m3.png
Bar = 50 µm.
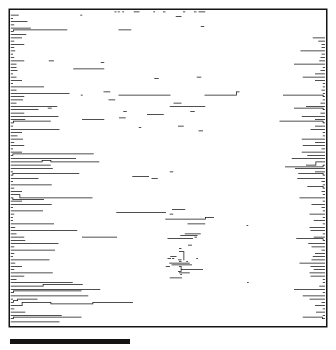
ff_map.png
Other sequential cells in the stronger grey, the rest of the logic in the fainter grey.
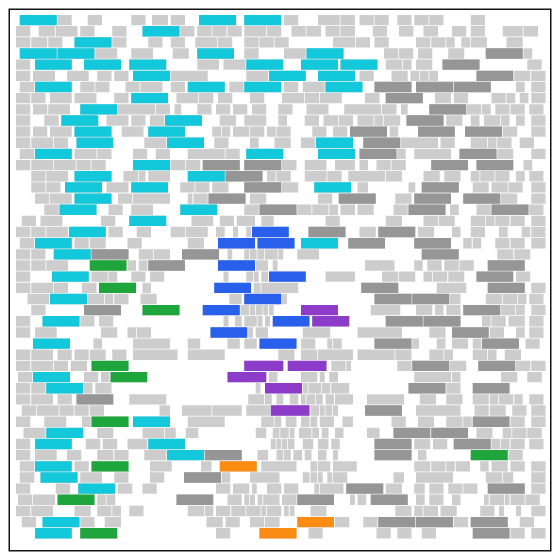
m2.png
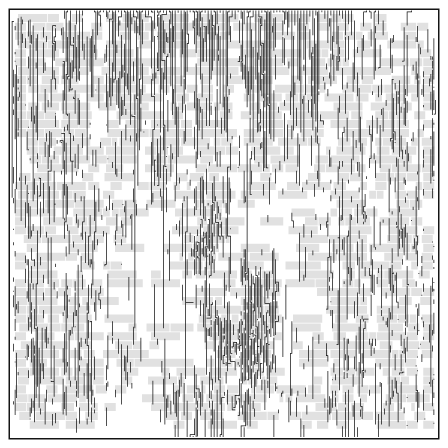
congestion_map.png
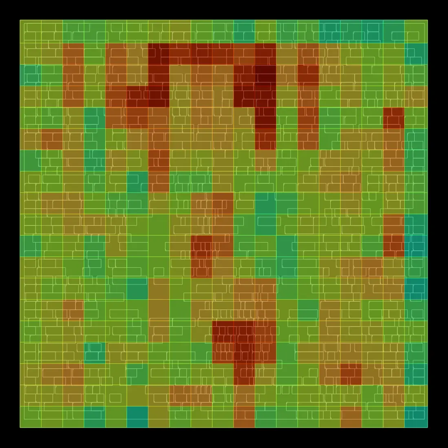
--- config.mk ---
export PLATFORM = sky130hd
export DESIGN_NAME = otp_macro_cmd_seq
export DESIGN_NICKNAME = d
export VERILOG_FILES = /design/src/rtl/otp_macro_cmd_seq.sv
export SDC_FILE = /design/constraint.sdc
export NUM_CORES = 1
export LEC_CHECK = 0
export CORE_MARGIN = 1
export CORE_UTILIZATION = 45
export CTS_CLUSTER_DIAMETER = 80
export DETAILED_ROUTE_END_ITERATION = 8
export PLACE_DENSITY_LB_ADDON = 0.08
export SLEW_MARGIN = 25
export SYNTH_ARGS = -nofsm -noshare
export SYNTH_HDL_FRONTEND = slang
export SYNTH_SLANG_ARGS = --single-unit
--- constraint.sdc ---
create_clock -name clk_i -period 4 [get_ports clk_i]
set_clock_uncertainty 0.05 [all_clocks]
set_input_delay 0.4 -clock clk_i [delete_from_list [all_inputs] [get_ports clk_i]]
set_output_delay 0.4 -clock clk_i [all_outputs]
set_load 0.02 [all_outputs]
--- src/rtl/otp_macro_cmd_seq.sv ---
// OTP macro command sequencer.
// Issues the mandatory Init command after reset, then forwards one host request
// at a time to the macro over a ready/valid command channel and returns the
// macro response to the host. A per-state watchdog and a spurious-response
// detector move the block into a sticky fatal state that only reset can clear.

package otp_macro_cmd_seq_pkg;

    // Macro command encodings. Read is the all-zero encoding used at reset.
    typedef enum logic [2:0] {
        Read     = 3'b000,
        Write    = 3'b001,
        ReadRaw  = 3'b010,
        WriteRaw = 3'b011,
        Init     = 3'b111
    } cmd_e;

    // Macro error codes returned with each response.
    typedef enum logic [2:0] {
        NoError              = 3'h0,
        MacroError           = 3'h1,
        MacroEccCorrError    = 3'h2,
        MacroEccUncorrError  = 3'h3,
        MacroWriteBlankError = 3'h4
    } err_e;

    // Address width helper that never returns zero.
    function automatic int vbits(int value);
        return (value <= 1) ? 1 : $clog2(value);
    endfunction

endpackage

module otp_macro_cmd_seq
    import otp_macro_cmd_seq_pkg::*;
#(
    parameter int Width         = 16,
    parameter int Depth         = 1024,
    parameter int SizeWidth     = 2,
    parameter int TimeoutCycles = 1024,
    localparam int AddrWidth    = vbits(Depth),
    localparam int IfWidth      = (2 ** SizeWidth) * Width
) (
    input  logic                 clk_i,
    input  logic                 rst_ni,
    // Host side
    input  logic                 host_req_i,
    output logic                 host_gnt_o,
    input  cmd_e                 host_cmd_i,
    input  logic [AddrWidth-1:0] host_addr_i,
    input  logic [SizeWidth-1:0] host_size_i,
    input  logic [IfWidth-1:0]   host_wdata_i,
    output logic                 host_rsp_valid_o,
    output logic [IfWidth-1:0]   host_rdata_o,
    output err_e                 host_err_o,
    output logic                 host_timeout_o,
    output logic                 init_done_o,
    output logic                 fatal_o,
    // Macro command channel
    output logic                 otp_valid_o,
    input  logic                 otp_ready_i,
    output cmd_e                 otp_cmd_o,
    output logic [AddrWidth-1:0] otp_addr_o,
    output logic [SizeWidth-1:0] otp_size_o,
    output logic [IfWidth-1:0]   otp_wdata_o,
    // Macro response channel
    input  logic                 otp_valid_i,
    input  logic [IfWidth-1:0]   otp_rdata_i,
    input  err_e                 otp_err_i
);

    localparam int CntWidth = $clog2(TimeoutCycles + 1);
    localparam logic [CntWidth-1:0] CntLimit = CntWidth'(TimeoutCycles);

    // Multi-bit spaced encodings so that a single flipped bit never lands on
    // another legal state; every unused code is caught by the default branch.
    typedef enum logic [6:0] {
        ResetSt    = 7'b1001011,
        InitReqSt  = 7'b0110010,
        InitWaitSt = 7'b1100101,
        IdleSt     = 7'b0001110,
        CmdSt      = 7'b1010000,
        RspWaitSt  = 7'b0111101,
        ErrorSt    = 7'b1111111
    } state_e;

    state_e               state_q;
    logic [CntWidth-1:0]  cnt_q;
    cmd_e                 cmd_q;
    logic [AddrWidth-1:0] addr_q;
    logic [SizeWidth-1:0] size_q;
    logic [IfWidth-1:0]   wdata_q;

    logic wait_st;
    logic timeout_hit;
    logic host_accept;
    logic fwd_cmd;
    logic read_cmd;

    assign wait_st     = (state_q == InitReqSt) || (state_q == InitWaitSt) ||
                         (state_q == CmdSt)     || (state_q == RspWaitSt);
    assign timeout_hit = wait_st && (cnt_q >= CntLimit);
    assign host_accept = host_req_i && host_gnt_o;
    assign fwd_cmd     = (host_cmd_i == Read)  || (host_cmd_i == ReadRaw) ||
                         (host_cmd_i == Write) || (host_cmd_i == WriteRaw);
    assign read_cmd    = (cmd_q == Read) || (cmd_q == ReadRaw);

    // Decode grant and the macro command channel from the current state.
    always_comb begin
        host_gnt_o  = (state_q == IdleSt) && !host_rsp_valid_o;
        otp_valid_o = 1'b0;
        otp_cmd_o   = Read;
        otp_addr_o  = '0;
        otp_size_o  = '0;
        otp_wdata_o = '0;
        if (state_q == InitReqSt) begin
            otp_valid_o = 1'b1;
            otp_cmd_o   = Init;
        end else if (state_q == CmdSt) begin
            otp_valid_o = 1'b1;
            otp_cmd_o   = cmd_q;
            otp_addr_o  = addr_q;
            otp_size_o  = size_q;
            otp_wdata_o = wdata_q;
        end
    end

    // Main sequencer: state, watchdog, latched request and registered host outputs.
    always_ff @(posedge clk_i or negedge rst_ni) begin
        if (!rst_ni) begin
            state_q          <= ResetSt;
            cnt_q            <= '0;
            cmd_q            <= Read;
            addr_q           <= '0;
            size_q           <= '0;
            wdata_q          <= '0;
            host_rsp_valid_o <= 1'b0;
            host_rdata_o     <= '0;
            host_err_o       <= NoError;
            host_timeout_o   <= 1'b0;
            init_done_o      <= 1'b0;
            fatal_o          <= 1'b0;
        end else begin
            host_rsp_valid_o <= 1'b0;
            host_timeout_o   <= 1'b0;
            if (wait_st) begin
                cnt_q <= cnt_q + CntWidth'(1);
            end
            unique case (state_q)
                ResetSt: begin
                    cnt_q <= '0;
                    if (otp_valid_i) begin
                        state_q <= ErrorSt;
                        fatal_o <= 1'b1;
                    end else begin
                        state_q <= InitReqSt;
                    end
                end
                InitReqSt: begin
                    if (otp_valid_i || timeout_hit) begin
                        state_q <= ErrorSt;
                        fatal_o <= 1'b1;
                        cnt_q   <= '0;
                    end else if (otp_ready_i) begin
                        state_q <= InitWaitSt;
                        cnt_q   <= '0;
                    end
                end
                InitWaitSt: begin
                    if (timeout_hit) begin
                        state_q <= ErrorSt;
                        fatal_o <= 1'b1;
                        cnt_q   <= '0;
                    end else if (otp_valid_i) begin
                        state_q     <= IdleSt;
                        init_done_o <= 1'b1;
                        cnt_q       <= '0;
                    end
                end
                IdleSt: begin
                    cnt_q <= '0;
                    if (otp_valid_i) begin
                        state_q <= ErrorSt;
                        fatal_o <= 1'b1;
                    end else if (host_accept) begin
                        cmd_q   <= host_cmd_i;
                        addr_q  <= host_addr_i;
                        size_q  <= host_size_i;
                        wdata_q <= host_wdata_i;
                        if (fwd_cmd) begin
                            state_q <= CmdSt;
                        end else begin
                            host_rsp_valid_o <= 1'b1;
                            host_err_o       <= MacroError;
                        end
                    end
                end
                CmdSt: begin
                    if (otp_valid_i) begin
                        state_q <= ErrorSt;
                        fatal_o <= 1'b1;
                        cnt_q   <= '0;
                    end else if (timeout_hit) begin
                        state_q          <= ErrorSt;
                        fatal_o          <= 1'b1;
                        cnt_q            <= '0;
                        host_rsp_valid_o <= 1'b1;
                        host_timeout_o   <= 1'b1;
                        host_err_o       <= MacroError;
                    end else if (otp_ready_i) begin
                        state_q <= RspWaitSt;
                        cnt_q   <= '0;
                    end
                end
                RspWaitSt: begin
                    if (timeout_hit) begin
                        state_q          <= ErrorSt;
                        fatal_o          <= 1'b1;
                        cnt_q            <= '0;
                        host_rsp_valid_o <= 1'b1;
                        host_timeout_o   <= 1'b1;
                        host_err_o       <= MacroError;
                    end else if (otp_valid_i) begin
                        state_q          <= IdleSt;
                        cnt_q            <= '0;
                        host_rsp_valid_o <= 1'b1;
                        host_err_o       <= otp_err_i;
                        if (read_cmd) begin
                            host_rdata_o <= otp_rdata_i;
                        end
                    end
                end
                ErrorSt: begin
                    fatal_o <= 1'b1;
                    cnt_q   <= '0;
                end
                default: begin
                    state_q <= ErrorSt;
                    fatal_o <= 1'b1;
                    cnt_q   <= '0;
                end
            endcase
        end
    end

    // Once fatal, the block must stay fatal until reset.
    FatalSticky_A: assert property (@(posedge clk_i) disable iff (!rst_ni)
        fatal_o |=> fatal_o);

    // The host is never granted while a macro command is being presented.
    GntExclusive_A: assert property (@(posedge clk_i) disable iff (!rst_ni)
        !(host_gnt_o && otp_valid_o));

    // The watchdog never runs past its limit.
    CntBound_A: assert property (@(posedge clk_i) disable iff (!rst_ni)
        cnt_q <= CntLimit);

endmodule
==> out/summary.txt <==
main logic family after synthesis -> multiplexers
DR WL met3 -> 1715 µm
maximum root-to-sink buffer count -> 2
Final Instance Area -> 11,420 µm²
Routed Antenna Nets -> 0
inverters -> 5
area delta synth->final -> 50.96%
type of the worst setup path -> reg -> out
Complex Gates by Area -> 0.02332
Fin. Hold Viols -> 0
largest net degree at the start of global routing -> 110
Comb/total area -> 0.2725
fp util -> 0.4578
crit path launch -> state_q[6]
setup_tns -> 0 ns
post-CTS setup buffer count -> 0
placed cell area -> 10,810 µm²
hold_buf cts -> 0
clock-net power -> 1.67 mW
total of max-cap violations -> 0
Core Area -> 16,520 µm²
Clock transition at path regs -> 0.06 ns
Die Ht -> 131.7 µm
IO Pins -> 303
Reg power frac -> 0.479
Hold Worst Slack -> 0.02414 ns
Slew HR -> 0.3568
r2r setup slk -> 1.29 ns
Util after Layout -> 0.6911
Nets -> 995
Layout fillers -> 1,181
worst reg2reg path startpoint -> state_q[1]
CP max FO -> 53
cell area power density -> 319.1 nW/µm²
met2 routed WL -> 9101 µm
Detailed Place HPWL -> 14,230 µm
Yosys Chip Area -> 7565 µm²
CTS Sinks -> 168
final worst slack -> 0.6131 ns
Vias/cell -> 4.993
Fmax -> 295.3 MHz
Internal Dissipation -> 2.902 mW
cell family contributing the most delay on the critical path -> simple AND/OR/NAND/NOR gates
Post-Syn Area -> 7565 µm²
Top Registers -> host_rdata_o x64, wdata_q x64, cnt_q x11
Final period util -> 0.8467
syn_area_per_cell -> 14.11 µm²
ys async rst share -> 1.000
sequential power -> 1.75 mW
1st-pass router iterations -> 4
cell count listed in synth_stat.txt -> 536
top routing layer used -> met4
DRC viols -> 0
Commonest Layout Cell -> clkdlybuf4s50_1
port bufs -> 302
CP Capture Point -> otp_wdata_o[47]
post-synthesis sequential area ratio -> 0.5564
Final Wtd Congestion -> 0.9259
Die Size -> 17,330 µm²
status -> finished clean
Ant. Diodes -> 0
About m3.png:
wire length on this layer: 1,720 µm
longest straight run: 37.0 µm
main direction: horizontal

About ff_map.png:
| colour | name in the netlist | sequential cells |
|---|---|---|
| cyan | `host_rdata_o` | 64 |
| blue | `cnt_q` | 11 |
| orange | `cmd_q` | 3 |
| purple | `state_q` | 7 |
| green | `addr_q` | 10 |
not coloured: 73

About m2.png:
longest straight run: 65.1 µm
main direction: vertical
share of all routed wire: 48%
wire length on this layer: 9,100 µm
nets with wire on the layer: 915
final wirelength: 19,040 µm
met2 Track Usage GR: 0.3695
Via Count: 5,372

About congestion_map.png:
met1 GRT Util: 0.2730
GRT Total Usage: 0.2305
GRT busiest layer: met2
GR Util met3: 0.08835
drt wl/cell: 17.69 µm

Power is estimated from default activity; no workload was simulated.
